**config.mk**
```make
export PLATFORM = sky130hd
export DESIGN_NAME = traffic_phase_scheduler
export DESIGN_NICKNAME = d
export VERILOG_FILES = /design/src/rtl/traffic_pkg.sv /design/src/rtl/traffic_phase_timer.sv /design/src/rtl/traffic_phase_scheduler.sv
export SDC_FILE = /design/constraint.sdc
export NUM_CORES = 1
export LEC_CHECK = 0
export CAP_MARGIN = 20
export CORE_ASPECT_RATIO = 0.75
export CORE_MARGIN = 5
export CORE_UTILIZATION = 30
export CTS_BUF_LIST = sky130_fd_sc_hd__clkbuf_8
export DETAILED_ROUTE_END_ITERATION = 16
export PLACE_DENSITY_LB_ADDON = 0.15
export SYNTH_ARGS = -nofsm -noshare
export SYNTH_HDL_FRONTEND = slang
export SYNTH_SLANG_ARGS = --single-unit
```
**constraint.sdc**
```tcl
create_clock -name clk -period 1.65 [get_ports clk]
set_input_delay 0.165 -clock clk [delete_from_list [all_inputs] [get_ports clk]]
set_output_delay 0.165 -clock clk [all_outputs]
set_load 0.02 [all_outputs]
```
**src/rtl/traffic_pkg.sv**
```systemverilog
// Shared types and lamp encodings for the traffic phase scheduler.
package traffic_pkg;

    typedef enum logic [2:0] {
        NS_G  = 3'd0,
        NS_Y  = 3'd1,
        ALL_R = 3'd2,
        EW_G  = 3'd3,
        EW_Y  = 3'd4,
        PED   = 3'd5
    } state_t;

    typedef enum logic {
        NS = 1'b0,
        EW = 1'b1
    } dir_t;

    localparam logic [2:0] LAMP_RED = 3'b100;
    localparam logic [2:0] LAMP_YEL = 3'b010;
    localparam logic [2:0] LAMP_GRN = 3'b001;

    // Returns {light_ns, light_ew} for a state.
    function automatic logic [5:0] lamps_of(input state_t s);
        logic [5:0] l;
        l = {LAMP_RED, LAMP_RED};
        case (s)
            NS_G:    l = {LAMP_GRN, LAMP_RED};
            NS_Y:    l = {LAMP_YEL, LAMP_RED};
            EW_G:    l = {LAMP_RED, LAMP_GRN};
            EW_Y:    l = {LAMP_RED, LAMP_YEL};
            default: l = {LAMP_RED, LAMP_RED};
        endcase
        return l;
    endfunction

endpackage

```
**src/rtl/traffic_phase_timer.sv**
```systemverilog
// Cycles-in-state counter: synchronous clear, saturates at MAX_COUNT-1.
module traffic_phase_timer #(
    parameter int unsigned MAX_COUNT = 20,
    parameter int unsigned W         = $clog2(MAX_COUNT)
) (
    input  logic         clk,
    input  logic         rst_a,
    input  logic         clear,
    output logic [W-1:0] count
);

    localparam logic [W-1:0] COUNT_LAST = W'(MAX_COUNT - 1);

    always_ff @(posedge clk or negedge rst_a) begin
        if (!rst_a) begin
            count <= '0;
        end else if (clear) begin
            count <= '0;
        end else if (count != COUNT_LAST) begin
            count <= count + 1'b1;
        end
    end

endmodule

```
**src/rtl/traffic_phase_scheduler.sv**
```systemverilog
// Demand-driven two-way intersection phase scheduler with yellow/all-red clearance.
// Pedestrian phase is built only when TRAFFIC_PED_EN is defined.
module traffic_phase_scheduler
    import traffic_pkg::*;
#(
    parameter int unsigned GREEN_MIN = 8,
    parameter int unsigned GREEN_MAX = 20,
    parameter int unsigned YELLOW_T  = 3,
    parameter int unsigned ALLRED_T  = 2,
    parameter int unsigned PED_T     = 6
) (
    input  logic       clk,
    input  logic       rst_a,
    input  logic       car_ns,
    input  logic       car_ew,
    input  logic       ped_req,
    output logic [2:0] light_ns,
    output logic [2:0] light_ew,
    output logic       walk,
    output logic [2:0] phase
);

    localparam int unsigned TW = $clog2(GREEN_MAX);

    localparam logic [TW-1:0] T_GMIN = TW'(GREEN_MIN - 1);
    localparam logic [TW-1:0] T_GMAX = TW'(GREEN_MAX - 1);
    localparam logic [TW-1:0] T_YEL  = TW'(YELLOW_T - 1);
    localparam logic [TW-1:0] T_AR   = TW'(ALLRED_T - 1);

    state_t        state_q, state_d;
    dir_t          next_dir_q, next_dir_d;
    logic          ped_pending_q;
    logic [TW-1:0] timer;
    logic [5:0]    lamps_d;

    traffic_phase_timer #(
        .MAX_COUNT (GREEN_MAX),
        .W         (TW)
    ) u_timer (
        .clk   (clk),
        .rst_a (rst_a),
        .clear (state_d != state_q),
        .count (timer)
    );

    always_ff @(posedge clk or negedge rst_a) begin
        if (!rst_a) begin
            state_q    <= NS_G;
            next_dir_q <= EW;
            light_ns   <= LAMP_GRN;
            light_ew   <= LAMP_RED;
        end else begin
            state_q    <= state_d;
            next_dir_q <= next_dir_d;
            light_ns   <= lamps_d[5:3];
            light_ew   <= lamps_d[2:0];
        end
    end

    always_comb begin
        state_d    = state_q;
        next_dir_d = next_dir_q;
        case (state_q)
            NS_G: if (timer >= T_GMIN && (car_ew || ped_pending_q) &&
                      (!car_ns || timer == T_GMAX)) state_d = NS_Y;
            NS_Y: if (timer == T_YEL) begin
                state_d    = ALL_R;
                next_dir_d = EW;
            end
            EW_G: if (timer >= T_GMIN && (car_ns || ped_pending_q) &&
                      (!car_ew || timer == T_GMAX)) state_d = EW_Y;
            EW_Y: if (timer == T_YEL) begin
                state_d    = ALL_R;
                next_dir_d = NS;
            end
            ALL_R: if (timer == T_AR) begin
                if (ped_pending_q)           state_d = PED;
                else if (next_dir_q == NS)   state_d = NS_G;
                else                         state_d = EW_G;
            end
`ifdef TRAFFIC_PED_EN
            PED: if (timer == TW'(PED_T - 1)) begin
                state_d = (next_dir_q == NS) ? NS_G : EW_G;
            end
`endif
            default: state_d = NS_G;
        endcase
        lamps_d = lamps_of(state_d);
    end

    assign phase = state_q;

`ifdef TRAFFIC_PED_EN
    // A request arriving while it is being served (entry cycle or during PED) is absorbed.
    always_ff @(posedge clk or negedge rst_a) begin
        if (!rst_a) begin
            ped_pending_q <= 1'b0;
            walk          <= 1'b0;
        end else begin
            walk <= (state_d == PED);
            if (state_q == ALL_R && state_d == PED)
                ped_pending_q <= 1'b0;
            else if (ped_req && state_q != PED)
                ped_pending_q <= 1'b1;
        end
    end
`else
    logic ped_req_unused;
    assign ped_req_unused = ped_req;
    assign ped_pending_q  = 1'b0;
    assign walk           = 1'b0;
`endif

endmodule

```
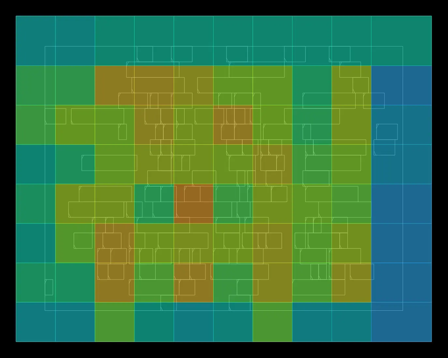
Fig. 1. Congestion heat map (run 1).
routing usage on met1: 16.1%
utilization after layout: 46.3%
met2 usage in global routing: 16.5%

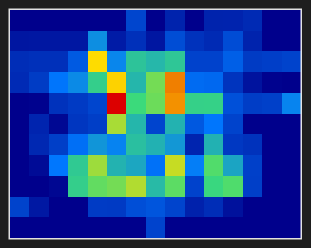
Fig. 2. Routed metal per tile (run 1).
Scale: 4 px per um. 15 x 11 tiles, from dark blue (low) to red (high), scaled to the fullest tile. Values are wire area over tile area, all layers added.
tiles over half the peak = 9.7%
mean over tiles = 0.071
densest ninth of the die = middle
emptiest ninth of the die = top right
mean routed wirelength per cell: 11.9 um
combined global-route utilization of all metal layers: 11.2%
total number of vias: 730
final wirelength: 1.91 mm

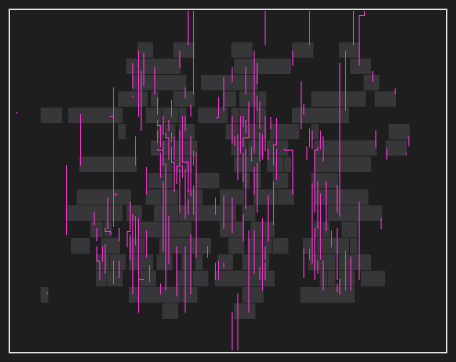
Fig. 3. Signal wires on met2 (run 1).
Scale: 6 px per um. Cells faint in the background.
share of all routed wire = 45%
longest straight run = 25.5 um
main direction = vertical
wire length on this layer = 853 um

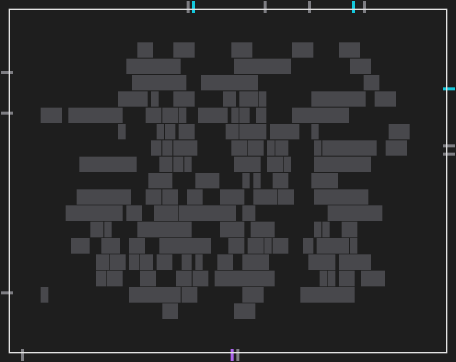
Fig. 4. I/O pins on the die edge (run 1).
Scale: 6 px per um. Pins as bars across the die edge, other pins in grey.
light_ns -> cyan  # pins 3, direction output, edge 2 top, 1 right
car_ns -> purple  # pins 1, direction input, edge bottom
Die Wd: 72.7 um
Die Height: 57.0 um
Port Buffer Count: 12

==> notes.md, run 1 <==
Notes on the physical design

After the first detailed-routing iteration, the DRC count stood at 9. The most common cell after layout, fill and taps aside is sky130_fd_sc_hd__buf_4. The met1 wire length is 975 um. The number of tap cells added at floorplan is 38. The combinational share of power is 59.5%.

The half-perimeter wire length after detailed placement is 1.55 mm. The filler cells instantiated in the layout total a little under 300. The power in combinational cells is between 0.001 and 0.0015 W.

Per the post-CTS timing run, clock transition at the registers of the reported paths is around 0.060 ns. Before placement the cells fill around 31% of the core. The clock tree root buffer cell is sky130_fd_sc_hd__clkbuf_8. Post-synth the commonest register cell is sky130_fd_sc_hd__dfrtp_1. Sorting the synthesis cell report by count puts at the top sky130_fd_sc_hd__dfrtp_1. The CTS tree is done.

The most congested layer reported by global routing is met2. The maximum buffer depth of the clock tree is 2. The number of non-clock buffers is 39.

Setup repair after global routing could not meet its margin everywhere. The final weighted congestion in routability-driven placement is 0.763. The buffer share of cell area is between 20% and 30%. STA on the placed design reports a worst setup slack of -0.241 ns. Recorded from the global router log, the overflow total was 0. Nets still carrying antenna violations after routing amount to 0. Per the breakdown, switching nets consume 37.1% of all power.

The count of buffers added by post-CTS timing repair for setup is 5. The first detailed-routing pass took 2 iterations. The cell area that synthesis handed to floorplanning was 883 um2. The sequential cells in the finished layout cover a total of 383 um2. The internal power summed over all cells is 0.00141 W. The placement-stage cell area is 0.00119 mm2. The tool flagged a number of max-cap violations equal to 0. The non-clock inverter count in the final layout is 3. The main area contributors are sky130_fd_sc_hd__dfrtp_1, sky130_fd_sc_hd__dfstp_2, sky130_fd_sc_hd__ha_1. The register bank with the most flops is u_timer.count. Clock skew on the completed layout was measured at 0.00301 ns. The area growth from synthesis to layout is 51.6%. The top-level port count is 15.

After synthesis, the largest area contributor takes up around a third of total cell area. The count of multi-input combinational gates is 62. The number of antenna violations at the first check in global routing is 0. The script reports the combined buffer and inverter count of the critical path as 2. The checks that failed: negative setup slack. The number of cells on the worst reg-to-reg path is 8. The sequential fraction of design power is 28.0%. The category of cells accounting for the largest share of critical-path delay is adder cells. The arrival time of data at the worst endpoint is listed as 1.89 ns.

For this design the ratio of total power to cell area is 1670 mW/mm2. The site row count is 17. The synthesis report lists the Yosys warning total as 0.

The maximum resistive drop on vdd is around 940 uV. The cts-stage hold buffer count is 0. Clock latency on the worst-skew pair, taken at its later pin, is between 0.2 and 0.25 ns.

Yosys reports a chip area of 883 um2. After floorplanning, the core was sized to cover between 0.002 and 0.003 mm2. The sequential power reported by the tool is around 0.00063 W. The number of sequential cells in the layout is 15. The floorplan step defined a die boundary enclosing 0.00414 mm2. The area taken by multi-input logic gates is 510 um2. The tally of OpenROAD warnings is 32.

The setup slack of the worst register-to-register path is -0.09 ns. The number of cells on the critical path is 8. The max-slew violation count is 0. The first element of the critical path is u_timer.count[1]$_DFFE_PN0P_. STA classifies the critical path endpoint as a flop. The synthesized netlist was found by Yosys to have between 80 and 90 cells. Among the non-sequential cells, simple AND/OR/NAND/NOR gates take the most area. The via density per instance is roughly 4.5. Per the timing report, the most critical flop-to-flop path finishes at u_timer.count[1]$_DFFE_PN0P_. The most used cell along the critical path is sky130_fd_sc_hd__buf_6. The final cell count without fillers is roughly 160. The number of buffers created by CTS is 3.

The signal on the critical path passes through buf_6, ha_4, nor4b_4, maj3_2, nor2_4, o311ai_4, buf_6, a211oi_2. The critical path class is reg -> reg. Per STA, the endpoint of the critical path is u_timer.count[1]$_DFFE_PN0P_. After synthesis, flip-flops and latches occupy 42.9% of the total area. The number of antenna diodes in the final layout is 0.

The post-synthesis share of cell area spent on and, or, nand and nor gates is 29.2%. The async set or reset register ratio after synthesis is 100%. The post-synth count of flops with an enable pin is 0. The detailed-route DRC error count is 0. The clock share of power is between 10% and 20%. The finished design was reported to have a net count of 132. The slowest stage cell on the critical path is sky130_fd_sc_hd__dfrtp_1.

The cell class ranked first by area is multi-input combinational cells. After Yosys synthesis, AND-OR and OR-AND compound gates account for ~13% of the synthesized area. Ranking logic cells in the layout by count gives the top entries sky130_fd_sc_hd__buf_4, sky130_fd_sc_hd__clkdlybuf4s50_1, sky130_fd_sc_hd__nand2_1.

The layout has 3 clock buffers. The final hold violation count recorded for this run is 0. The leakage component of the power is 0.588 nW. The clock period minus worst slack is 1.74 ns. The clock tree has to reach 15 sinks. In this run, placement finished with an instance count of 154. The number of global-route vias before repair is 777. The critical path maximum fanout is 3.

Once routing completed, OpenROAD measured the worst setup slack at -0.0862 ns. In this run, power in the clock network comes to 0.000280 W. The layout cell share with drive strength beyond 1 is roughly 44%. After synthesis, the share of cell area in mux cells is 0%. The synthesized design spends more area on one cell type than any other, namely sky130_fd_sc_hd__dfrtp_1. The number of nets at floorplan is 94. The count of state elements after synthesis is 15. The area share of fa/ha/maj cells after synthesis is 5.38%. The fmax is 0.576 GHz. The number of standard cells after synthesis is 86. The largest stage delay on the critical path is 0.40 ns.

The largest share of the power goes to combinational logic. In the Yosys stats the netlist draws on 34 distinct library cells. After synthesis, the most frequently instantiated cells are sky130_fd_sc_hd__dfrtp_1, sky130_fd_sc_hd__nand2_1, sky130_fd_sc_hd__nor2_1, sky130_fd_sc_hd__nor3_1. In this run the number of H-tree levels came out at 1. The total setup violations reported at the end of the flow is 7. Each instance of the synthesized netlist takes up on average 10.3 um2. The post-route cell area is 0.00134 mm2. The first global-routing pass estimated about 3.6 mm of wire. Entering global routing, the biggest net connects 16 pins. The summed negative setup slack over all endpoints is -0.438 ns. The post-layout period usage of the worst path is 105%. The worst hold slack after final layout is ~0.24 ns. The endpoint required time on the critical path is 1.81 ns.

The script extracted a net switching power of 0.000830 W. The final total power is 0.00224 W. The worst hold-check path type is in -> async. The run finished, with violations left. Per the detail_route log, met2 wirelength is 853 um.
Fig. 5: run 1, M3 wires
Scale: 6 px per um. Cells faint in the background.
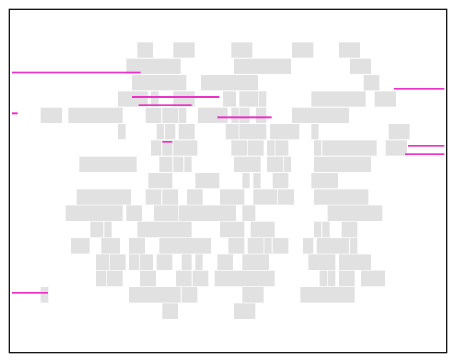

==> inputs of run 2 (changes only) <==
==> constraint.sdc (replaced) <==
create_clock -name clk -period 2.2 [get_ports clk]
set_input_delay 0.22 -clock clk [delete_from_list [all_inputs] [get_ports clk]]
set_output_delay 0.22 -clock clk [all_outputs]
set_load 0.02 [all_outputs]
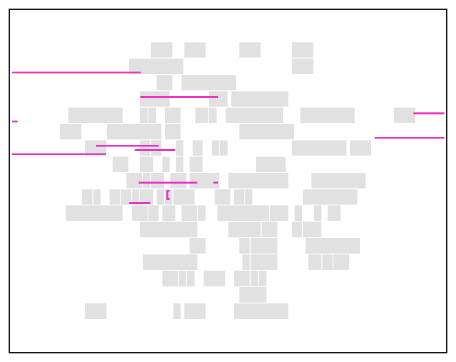
Fig. 6. M3 wires (run 2).
Scale: 6 px per um. Cells faint in the background.
nets with wire on the layer = 10
wire length on this layer = 97.3 um
share of all routed wire = 5.7%
final wirelength: 1.70 mm
GRT met3 Usage: 3.70%

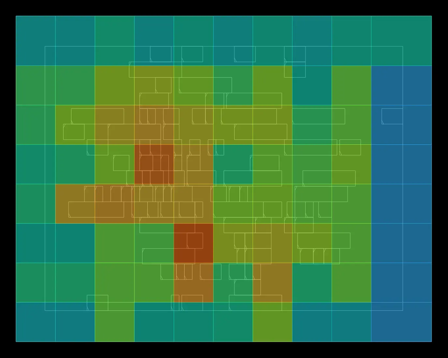
Fig. 7. Congestion heat map (run 2).
met2 usage in global routing: 13.0%
combined global-route utilization of all metal layers: 9.53%
utilization after layout: 36.3%
routing usage on met1: 13.7%
mean routed wirelength per cell: 12.6 um

==> notes.md, run 2 <==
Notes on the physical design

The sequential group power is 0.000505 W (was 0.000626 W). The number of unique standard cell types used by synthesis was 34 (unchanged). The die outline width is 72.7 um (unchanged). The height of the chip is 57.0 um (unchanged). The maximum resistive drop on vdd is 440 uV (was 935 uV). The critical path class is reg -> reg (unchanged). The cell class ranked first by area is multi-input combinational cells (unchanged).

The violation count after the first detailed-route iteration was 76 (was 9). The leakage component of the power is 0.446 nW (was 0.588 nW). The number of nets at floorplan is 94 (unchanged). The category of cells accounting for the largest share of critical-path delay is AND-OR/OR-AND gates (was adder cells).

The worst hold slack after final layout came to 0.381 ns (was 0.235 ns). The number of sequential cells in the layout is 15 (unchanged). The endpoint required time on the critical path came to 2.36 ns (was 1.81 ns). The detailed-routed wire length on met2 is 751 um (was 853 um).

The slowest stage cell on the critical path is sky130_fd_sc_hd__dfrtp_1 (unchanged). The setup slack of the worst register-to-register path was 0.18 ns (was -0.09 ns). The via count was 624 (was 730).

The CTS sink count is 15 (unchanged). The yosys synthesis chip area is 883 um2 (unchanged). The total setup violations reported at the end of the flow is 0 (was 7). The maximum fanout along the worst path came to 6 (was 3). The first element of the critical path was u_timer.count[0]$_DFFE_PN0P_ (was u_timer.count[1]$_DFFE_PN0P_).

The final cell count without fillers is 135 (was 161). The number of standard cells after synthesis was 86 (unchanged). The data arrival time of the critical path is 2.17 ns (was 1.89 ns). The global-route wire length before repair is 3.01 mm (was 3.60 mm). The most congested layer reported by global routing is met1 (was met2). The largest stage delay on the critical path is 0.44 ns (was 0.40 ns). The power group with the highest consumption is combinational logic (unchanged). The detailed-route DRC error count is 0 (unchanged). The residual antenna-violating net count after detailed routing is 0 (unchanged). The post-layout period usage of the worst path was 91.6% (was 105%). The site row count was 17 (unchanged). The number of non-clock buffers is 13 (was 39).

Result of the run: completed (was complete, but fails checks). The most used cell along the critical path is sky130_fd_sc_hd__a211oi_1 (was sky130_fd_sc_hd__buf_6). The placement-stage cell area is 0.00100 mm2 (was 0.00119 mm2). The largest area contributor in the synthesized netlist was sky130_fd_sc_hd__dfrtp_1 (unchanged). The worst hold-check path type is in -> async (unchanged). The post-layout net count is 106 (was 132). The cell count listed in synth_stat.txt is 86 (unchanged). The post-synthesis share of cell area spent on and-or and or-and gates is 12.7% (unchanged).

The combinational share of power is 44.5% (was 59.5%). The number of antenna repair diodes is 0 (unchanged). The power consumed by the clock network was 0.000226 W (was 0.000280 W). The internal power summed over all cells came to 0.000790 W (was 0.00141 W). The number of cells on the critical path is 6 (was 8). The count of placed standard cells including taps is 131 (was 154).

The non-clock inverter count in the final layout is 3 (unchanged). The half-perimeter wire length after detailed placement is 1.26 mm (was 1.55 mm). The final total power is 0.00132 W (was 0.00224 W). The via density per instance is 4.62 (was 4.53). Chain of cells forming the critical path: ha_1, a211oi_1, nand2_1, a21boi_1, o311ai_4, a211oi_1 (was buf_6, ha_4, nor4b_4, maj3_2, nor2_4, o311ai_4, buf_6, a211oi_2).

The source-to-sink clock delay at the later pin of the worst-skew pair was 0.25 ns (was 0.24 ns). The prevailing logic family in the synthesized netlist is simple AND/OR/NAND/NOR gates (unchanged). The met1 wire length was 821 um (was 975 um). The clock period minus worst slack is 2.02 ns (was 1.74 ns).

The max-capacitance violation count came to 0 (unchanged). The capture point of the worst path is u_timer.count[1]$_DFFE_PN0P_ (unchanged). The area of the die is 0.00414 mm2 (unchanged). The nature of the critical path endpoint is a flop (unchanged). The power density normalized to cell area came to 1250 mW/mm2 (was 1670 mW/mm2).

The cell depth of the worst flop-to-flop path was 6 (was 8). The primary flip-flop cell chosen by synthesis mapping is sky130_fd_sc_hd__dfrtp_1 (unchanged). The switching power summed over all nets came to 0.000527 W (was 0.000830 W).
Fig. 8: run 2, signal wires on met2
Scale: 6 px per um. Cells faint in the background.
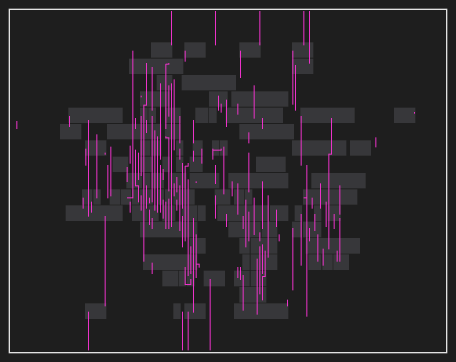

==> inputs of run 3 (changes only) <==
--- a/config.mk
+++ b/config.mk
@@ -8,7 +8,7 @@
 export CAP_MARGIN = 20
 export CORE_ASPECT_RATIO = 0.75
 export CORE_MARGIN = 5
-export CORE_UTILIZATION = 30
+export CORE_UTILIZATION = 35
 export CTS_BUF_LIST = sky130_fd_sc_hd__clkbuf_8
 export DETAILED_ROUTE_END_ITERATION = 16
 export PLACE_DENSITY_LB_ADDON = 0.15
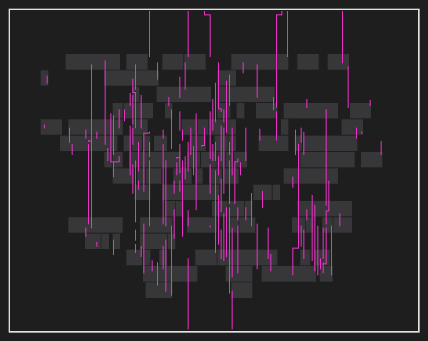
Fig. 9. Signal wires on met2 (run 3).
Scale: 6 px per um. Cells faint in the background.
nets with wire on the layer = 84
wire length on this layer = 773 um
share of all routed wire = 44%
longest straight run = 27.2 um
main direction = vertical
final wirelength: 1.75 mm
total number of vias: 638
met2 usage in global routing: 15.8%

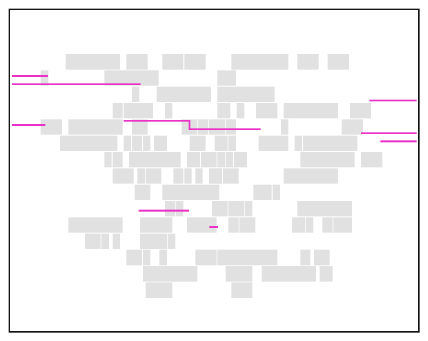
Fig. 10. M3 wires (run 3).
Scale: 6 px per um. Cells faint in the background.
nets with wire on the layer = 7
main direction = horizontal
share of all routed wire = 5.0%
longest straight run = 21.2 um
wire length on this layer = 87.6 um
GRT met3 Usage: 5.10%

==> notes.md, run 3 <==
Notes on the physical design

The first element of the critical path is u_timer.count[0]$_DFFE_PN0P_ (unchanged). The maximum fanout along the worst path is 6 (unchanged). The setup slack of the worst register-to-register path came to 0.23 ns (was 0.18 ns). The post-route worst setup slack is 0.231 ns (was 0.184 ns). The power in combinational cells is 0.000584 W (was 0.000585 W). The final weighted congestion in routability-driven placement came to 0.793 (was 0.789). The CTS sink count is 15 (unchanged).

The detailed-route DRC error count was 0 (unchanged). The switching part of the total power was 40.1% (was 40.0%). The post-layout period usage of the worst path is 89.5% (was 91.6%). The data arrival time of the critical path came to 2.10 ns (was 2.17 ns). The power density normalized to cell area is 1260 mW/mm2 (was 1250 mW/mm2).

The met1 wire length came to 857 um (was 821 um). The count of placed standard cells including taps was 127 (was 131). The routing usage on met1 came to 15.5% (was 13.7%). The number of antenna violations at the first check in global routing came to 0 (unchanged). The most frequently used cell type in the post-synthesis netlist was sky130_fd_sc_hd__dfrtp_1 (unchanged).

The average wire length per cell after detail routing is 13.4 um (was 12.6 um). The via density per instance was 4.87 (was 4.62). The synthesized area per cell is 10.3 um2 (unchanged). The count of state elements after synthesis is 15 (unchanged). The total buffers and inverters traversed by the critical path is 0 (unchanged). The cell class ranked first by area is multi-input combinational cells (unchanged).

The clock tree root buffer cell is sky130_fd_sc_hd__clkbuf_8 (unchanged). The clock period minus worst slack is 1.97 ns (was 2.02 ns). The fraction of the core area occupied by cells at floorplan is 37.7% (was 30.5%). The number of standard cells after synthesis came to 86 (unchanged). The global-route wire length before repair is 2.90 mm (was 3.01 mm). The power group with the highest consumption is combinational logic (unchanged). The area of the die came to 0.00364 mm2 (was 0.00414 mm2). The site row count is 15 (was 17). The clock tree skew after final layout is 0.00446 ns (was 0.00200 ns). The async set or reset register ratio after synthesis was 100% (unchanged). The capture point of the worst path is u_timer.count[0]$_DFFE_PN0P_ (was u_timer.count[1]$_DFFE_PN0P_). The post-synthesis share of cell area spent on and-or and or-and gates is 12.7% (unchanged). The maximum buffer depth of the clock tree is 2 (unchanged). The number of sequential cells in the layout is 15 (unchanged). The total setup violations reported at the end of the flow was 0 (unchanged). The number of buffers created by CTS is 3 (unchanged). The all-layer global routing usage came to 11.7% (was 9.53%). The max-slew violation count is 0 (unchanged). The largest area contributor in the synthesized netlist is sky130_fd_sc_hd__dfrtp_1 (unchanged). The buffer share of cell area is 12.2% (was 12.1%). The summed instance area of the synthesized netlist is 883 um2 (unchanged). The max-capacitance violation count is 0 (unchanged). The category of cells accounting for the largest share of critical-path delay is AND-OR/OR-AND gates (unchanged). The endpoint required time on the critical path was 2.33 ns (was 2.36 ns). The most used cell along the critical path is sky130_fd_sc_hd__a21boi_1 (was sky130_fd_sc_hd__a211oi_1). The number of non-clock buffers is 13 (unchanged). The maximum resistive drop on vdd was 584 uV (was 440 uV). The tally of OpenROAD warnings is 29 (unchanged).

The source-to-sink clock delay at the later pin of the worst-skew pair is 0.25 ns (about the same). Biggest area cells: sky130_fd_sc_hd__dfrtp_1, sky130_fd_sc_hd__dfstp_2, sky130_fd_sc_hd__ha_1 (unchanged). The final hold violation count is 0 (unchanged). The height of the chip came to 53.5 um (was 57.0 um).

RSZ-0062 raised after global routing: no (unchanged). The power consumed by the clock network is 0.000220 W (was 0.000226 W). The number of global-route vias before repair is 586 (was 610).

The post-layout net count is 106 (unchanged). The sequential share of the synthesized area is 42.9% (unchanged). The combinational share of power is 44.4% (was 44.5%). The summed negative setup slack over all endpoints is 0 ns (unchanged). The fill cell instance count of the final layout is 224 (was 318). The placement-stage cell area is 1000 um2 (was 0.00100 mm2).

The die outline width is 68.0 um (was 72.7 um). The number of nets at floorplan is 94 (unchanged). The count of synthesis-stage warnings from yosys is 0 (unchanged). The number of enable-type register cells in the synthesized netlist is 0 (unchanged). The number of buffer cells added on primary ports came to 12 (unchanged). The number of cells on the critical path is 6 (unchanged). The post-route cell area is 0.00104 mm2 (was 0.00105 mm2). The violation count after the first detailed-route iteration is 20 (was 76). The register bank with the most flops is u_timer.count (unchanged).

The core area is 0.00235 mm2 (was 0.00289 mm2). The worst hold slack after final layout is 0.376 ns (was 0.381 ns). The sequential group power came to 0.000511 W (was 0.000505 W). The fmax is 0.508 GHz (was 0.496 GHz). The most congested layer reported by global routing is met2 (was met1). The largest stage delay on the critical path is 0.44 ns (about the same).

The switching power summed over all nets is 0.000527 W (about the same). The clock share of power is 16.7% (was 17.2%). The top-level port count was 15 (unchanged). The half-perimeter wire length after detailed placement came to 1.31 mm (was 1.26 mm). The nature of the critical path endpoint is a flop (unchanged). The total global routing overflow came to 0 (unchanged). The clock transition at the register clock pins on the worst setup and hold paths after CTS was 0.06 ns (about the same). The primary flip-flop cell chosen by synthesis mapping is sky130_fd_sc_hd__dfrtp_1 (unchanged). The internal power summed over all cells came to 0.000788 W (was 0.000790 W). The number of antenna repair diodes is 0 (unchanged). Result of the run: completed (unchanged). The prevailing logic family in the synthesized netlist is simple AND/OR/NAND/NOR gates (unchanged). The non-clock inverter count in the final layout came to 3 (unchanged). The endpoint of the worst register-to-register path is u_timer.count[0]$_DFFE_PN0P_ (was u_timer.count[1]$_DFFE_PN0P_). Top cells excl fill/tap: sky130_fd_sc_hd__clkdlybuf4s50_1, sky130_fd_sc_hd__dfrtp_1, sky130_fd_sc_hd__nand2_1 (unchanged). The length of the first detailed-routing pass in iterations is 3 (was 6). The yosys synthesis chip area is 883 um2 (unchanged).

The number of tap cells added at floorplan is 34 (was 38). The post-synthesis share of cell area spent on and, or, nand and nor gates is 29.2% (unchanged). The worst setup slack after placement is 0.216 ns (was 0.190 ns). The final cell count without fillers is 131 (was 135).
Power figures rest on the tool's default switching activity, not on a simulated workload.
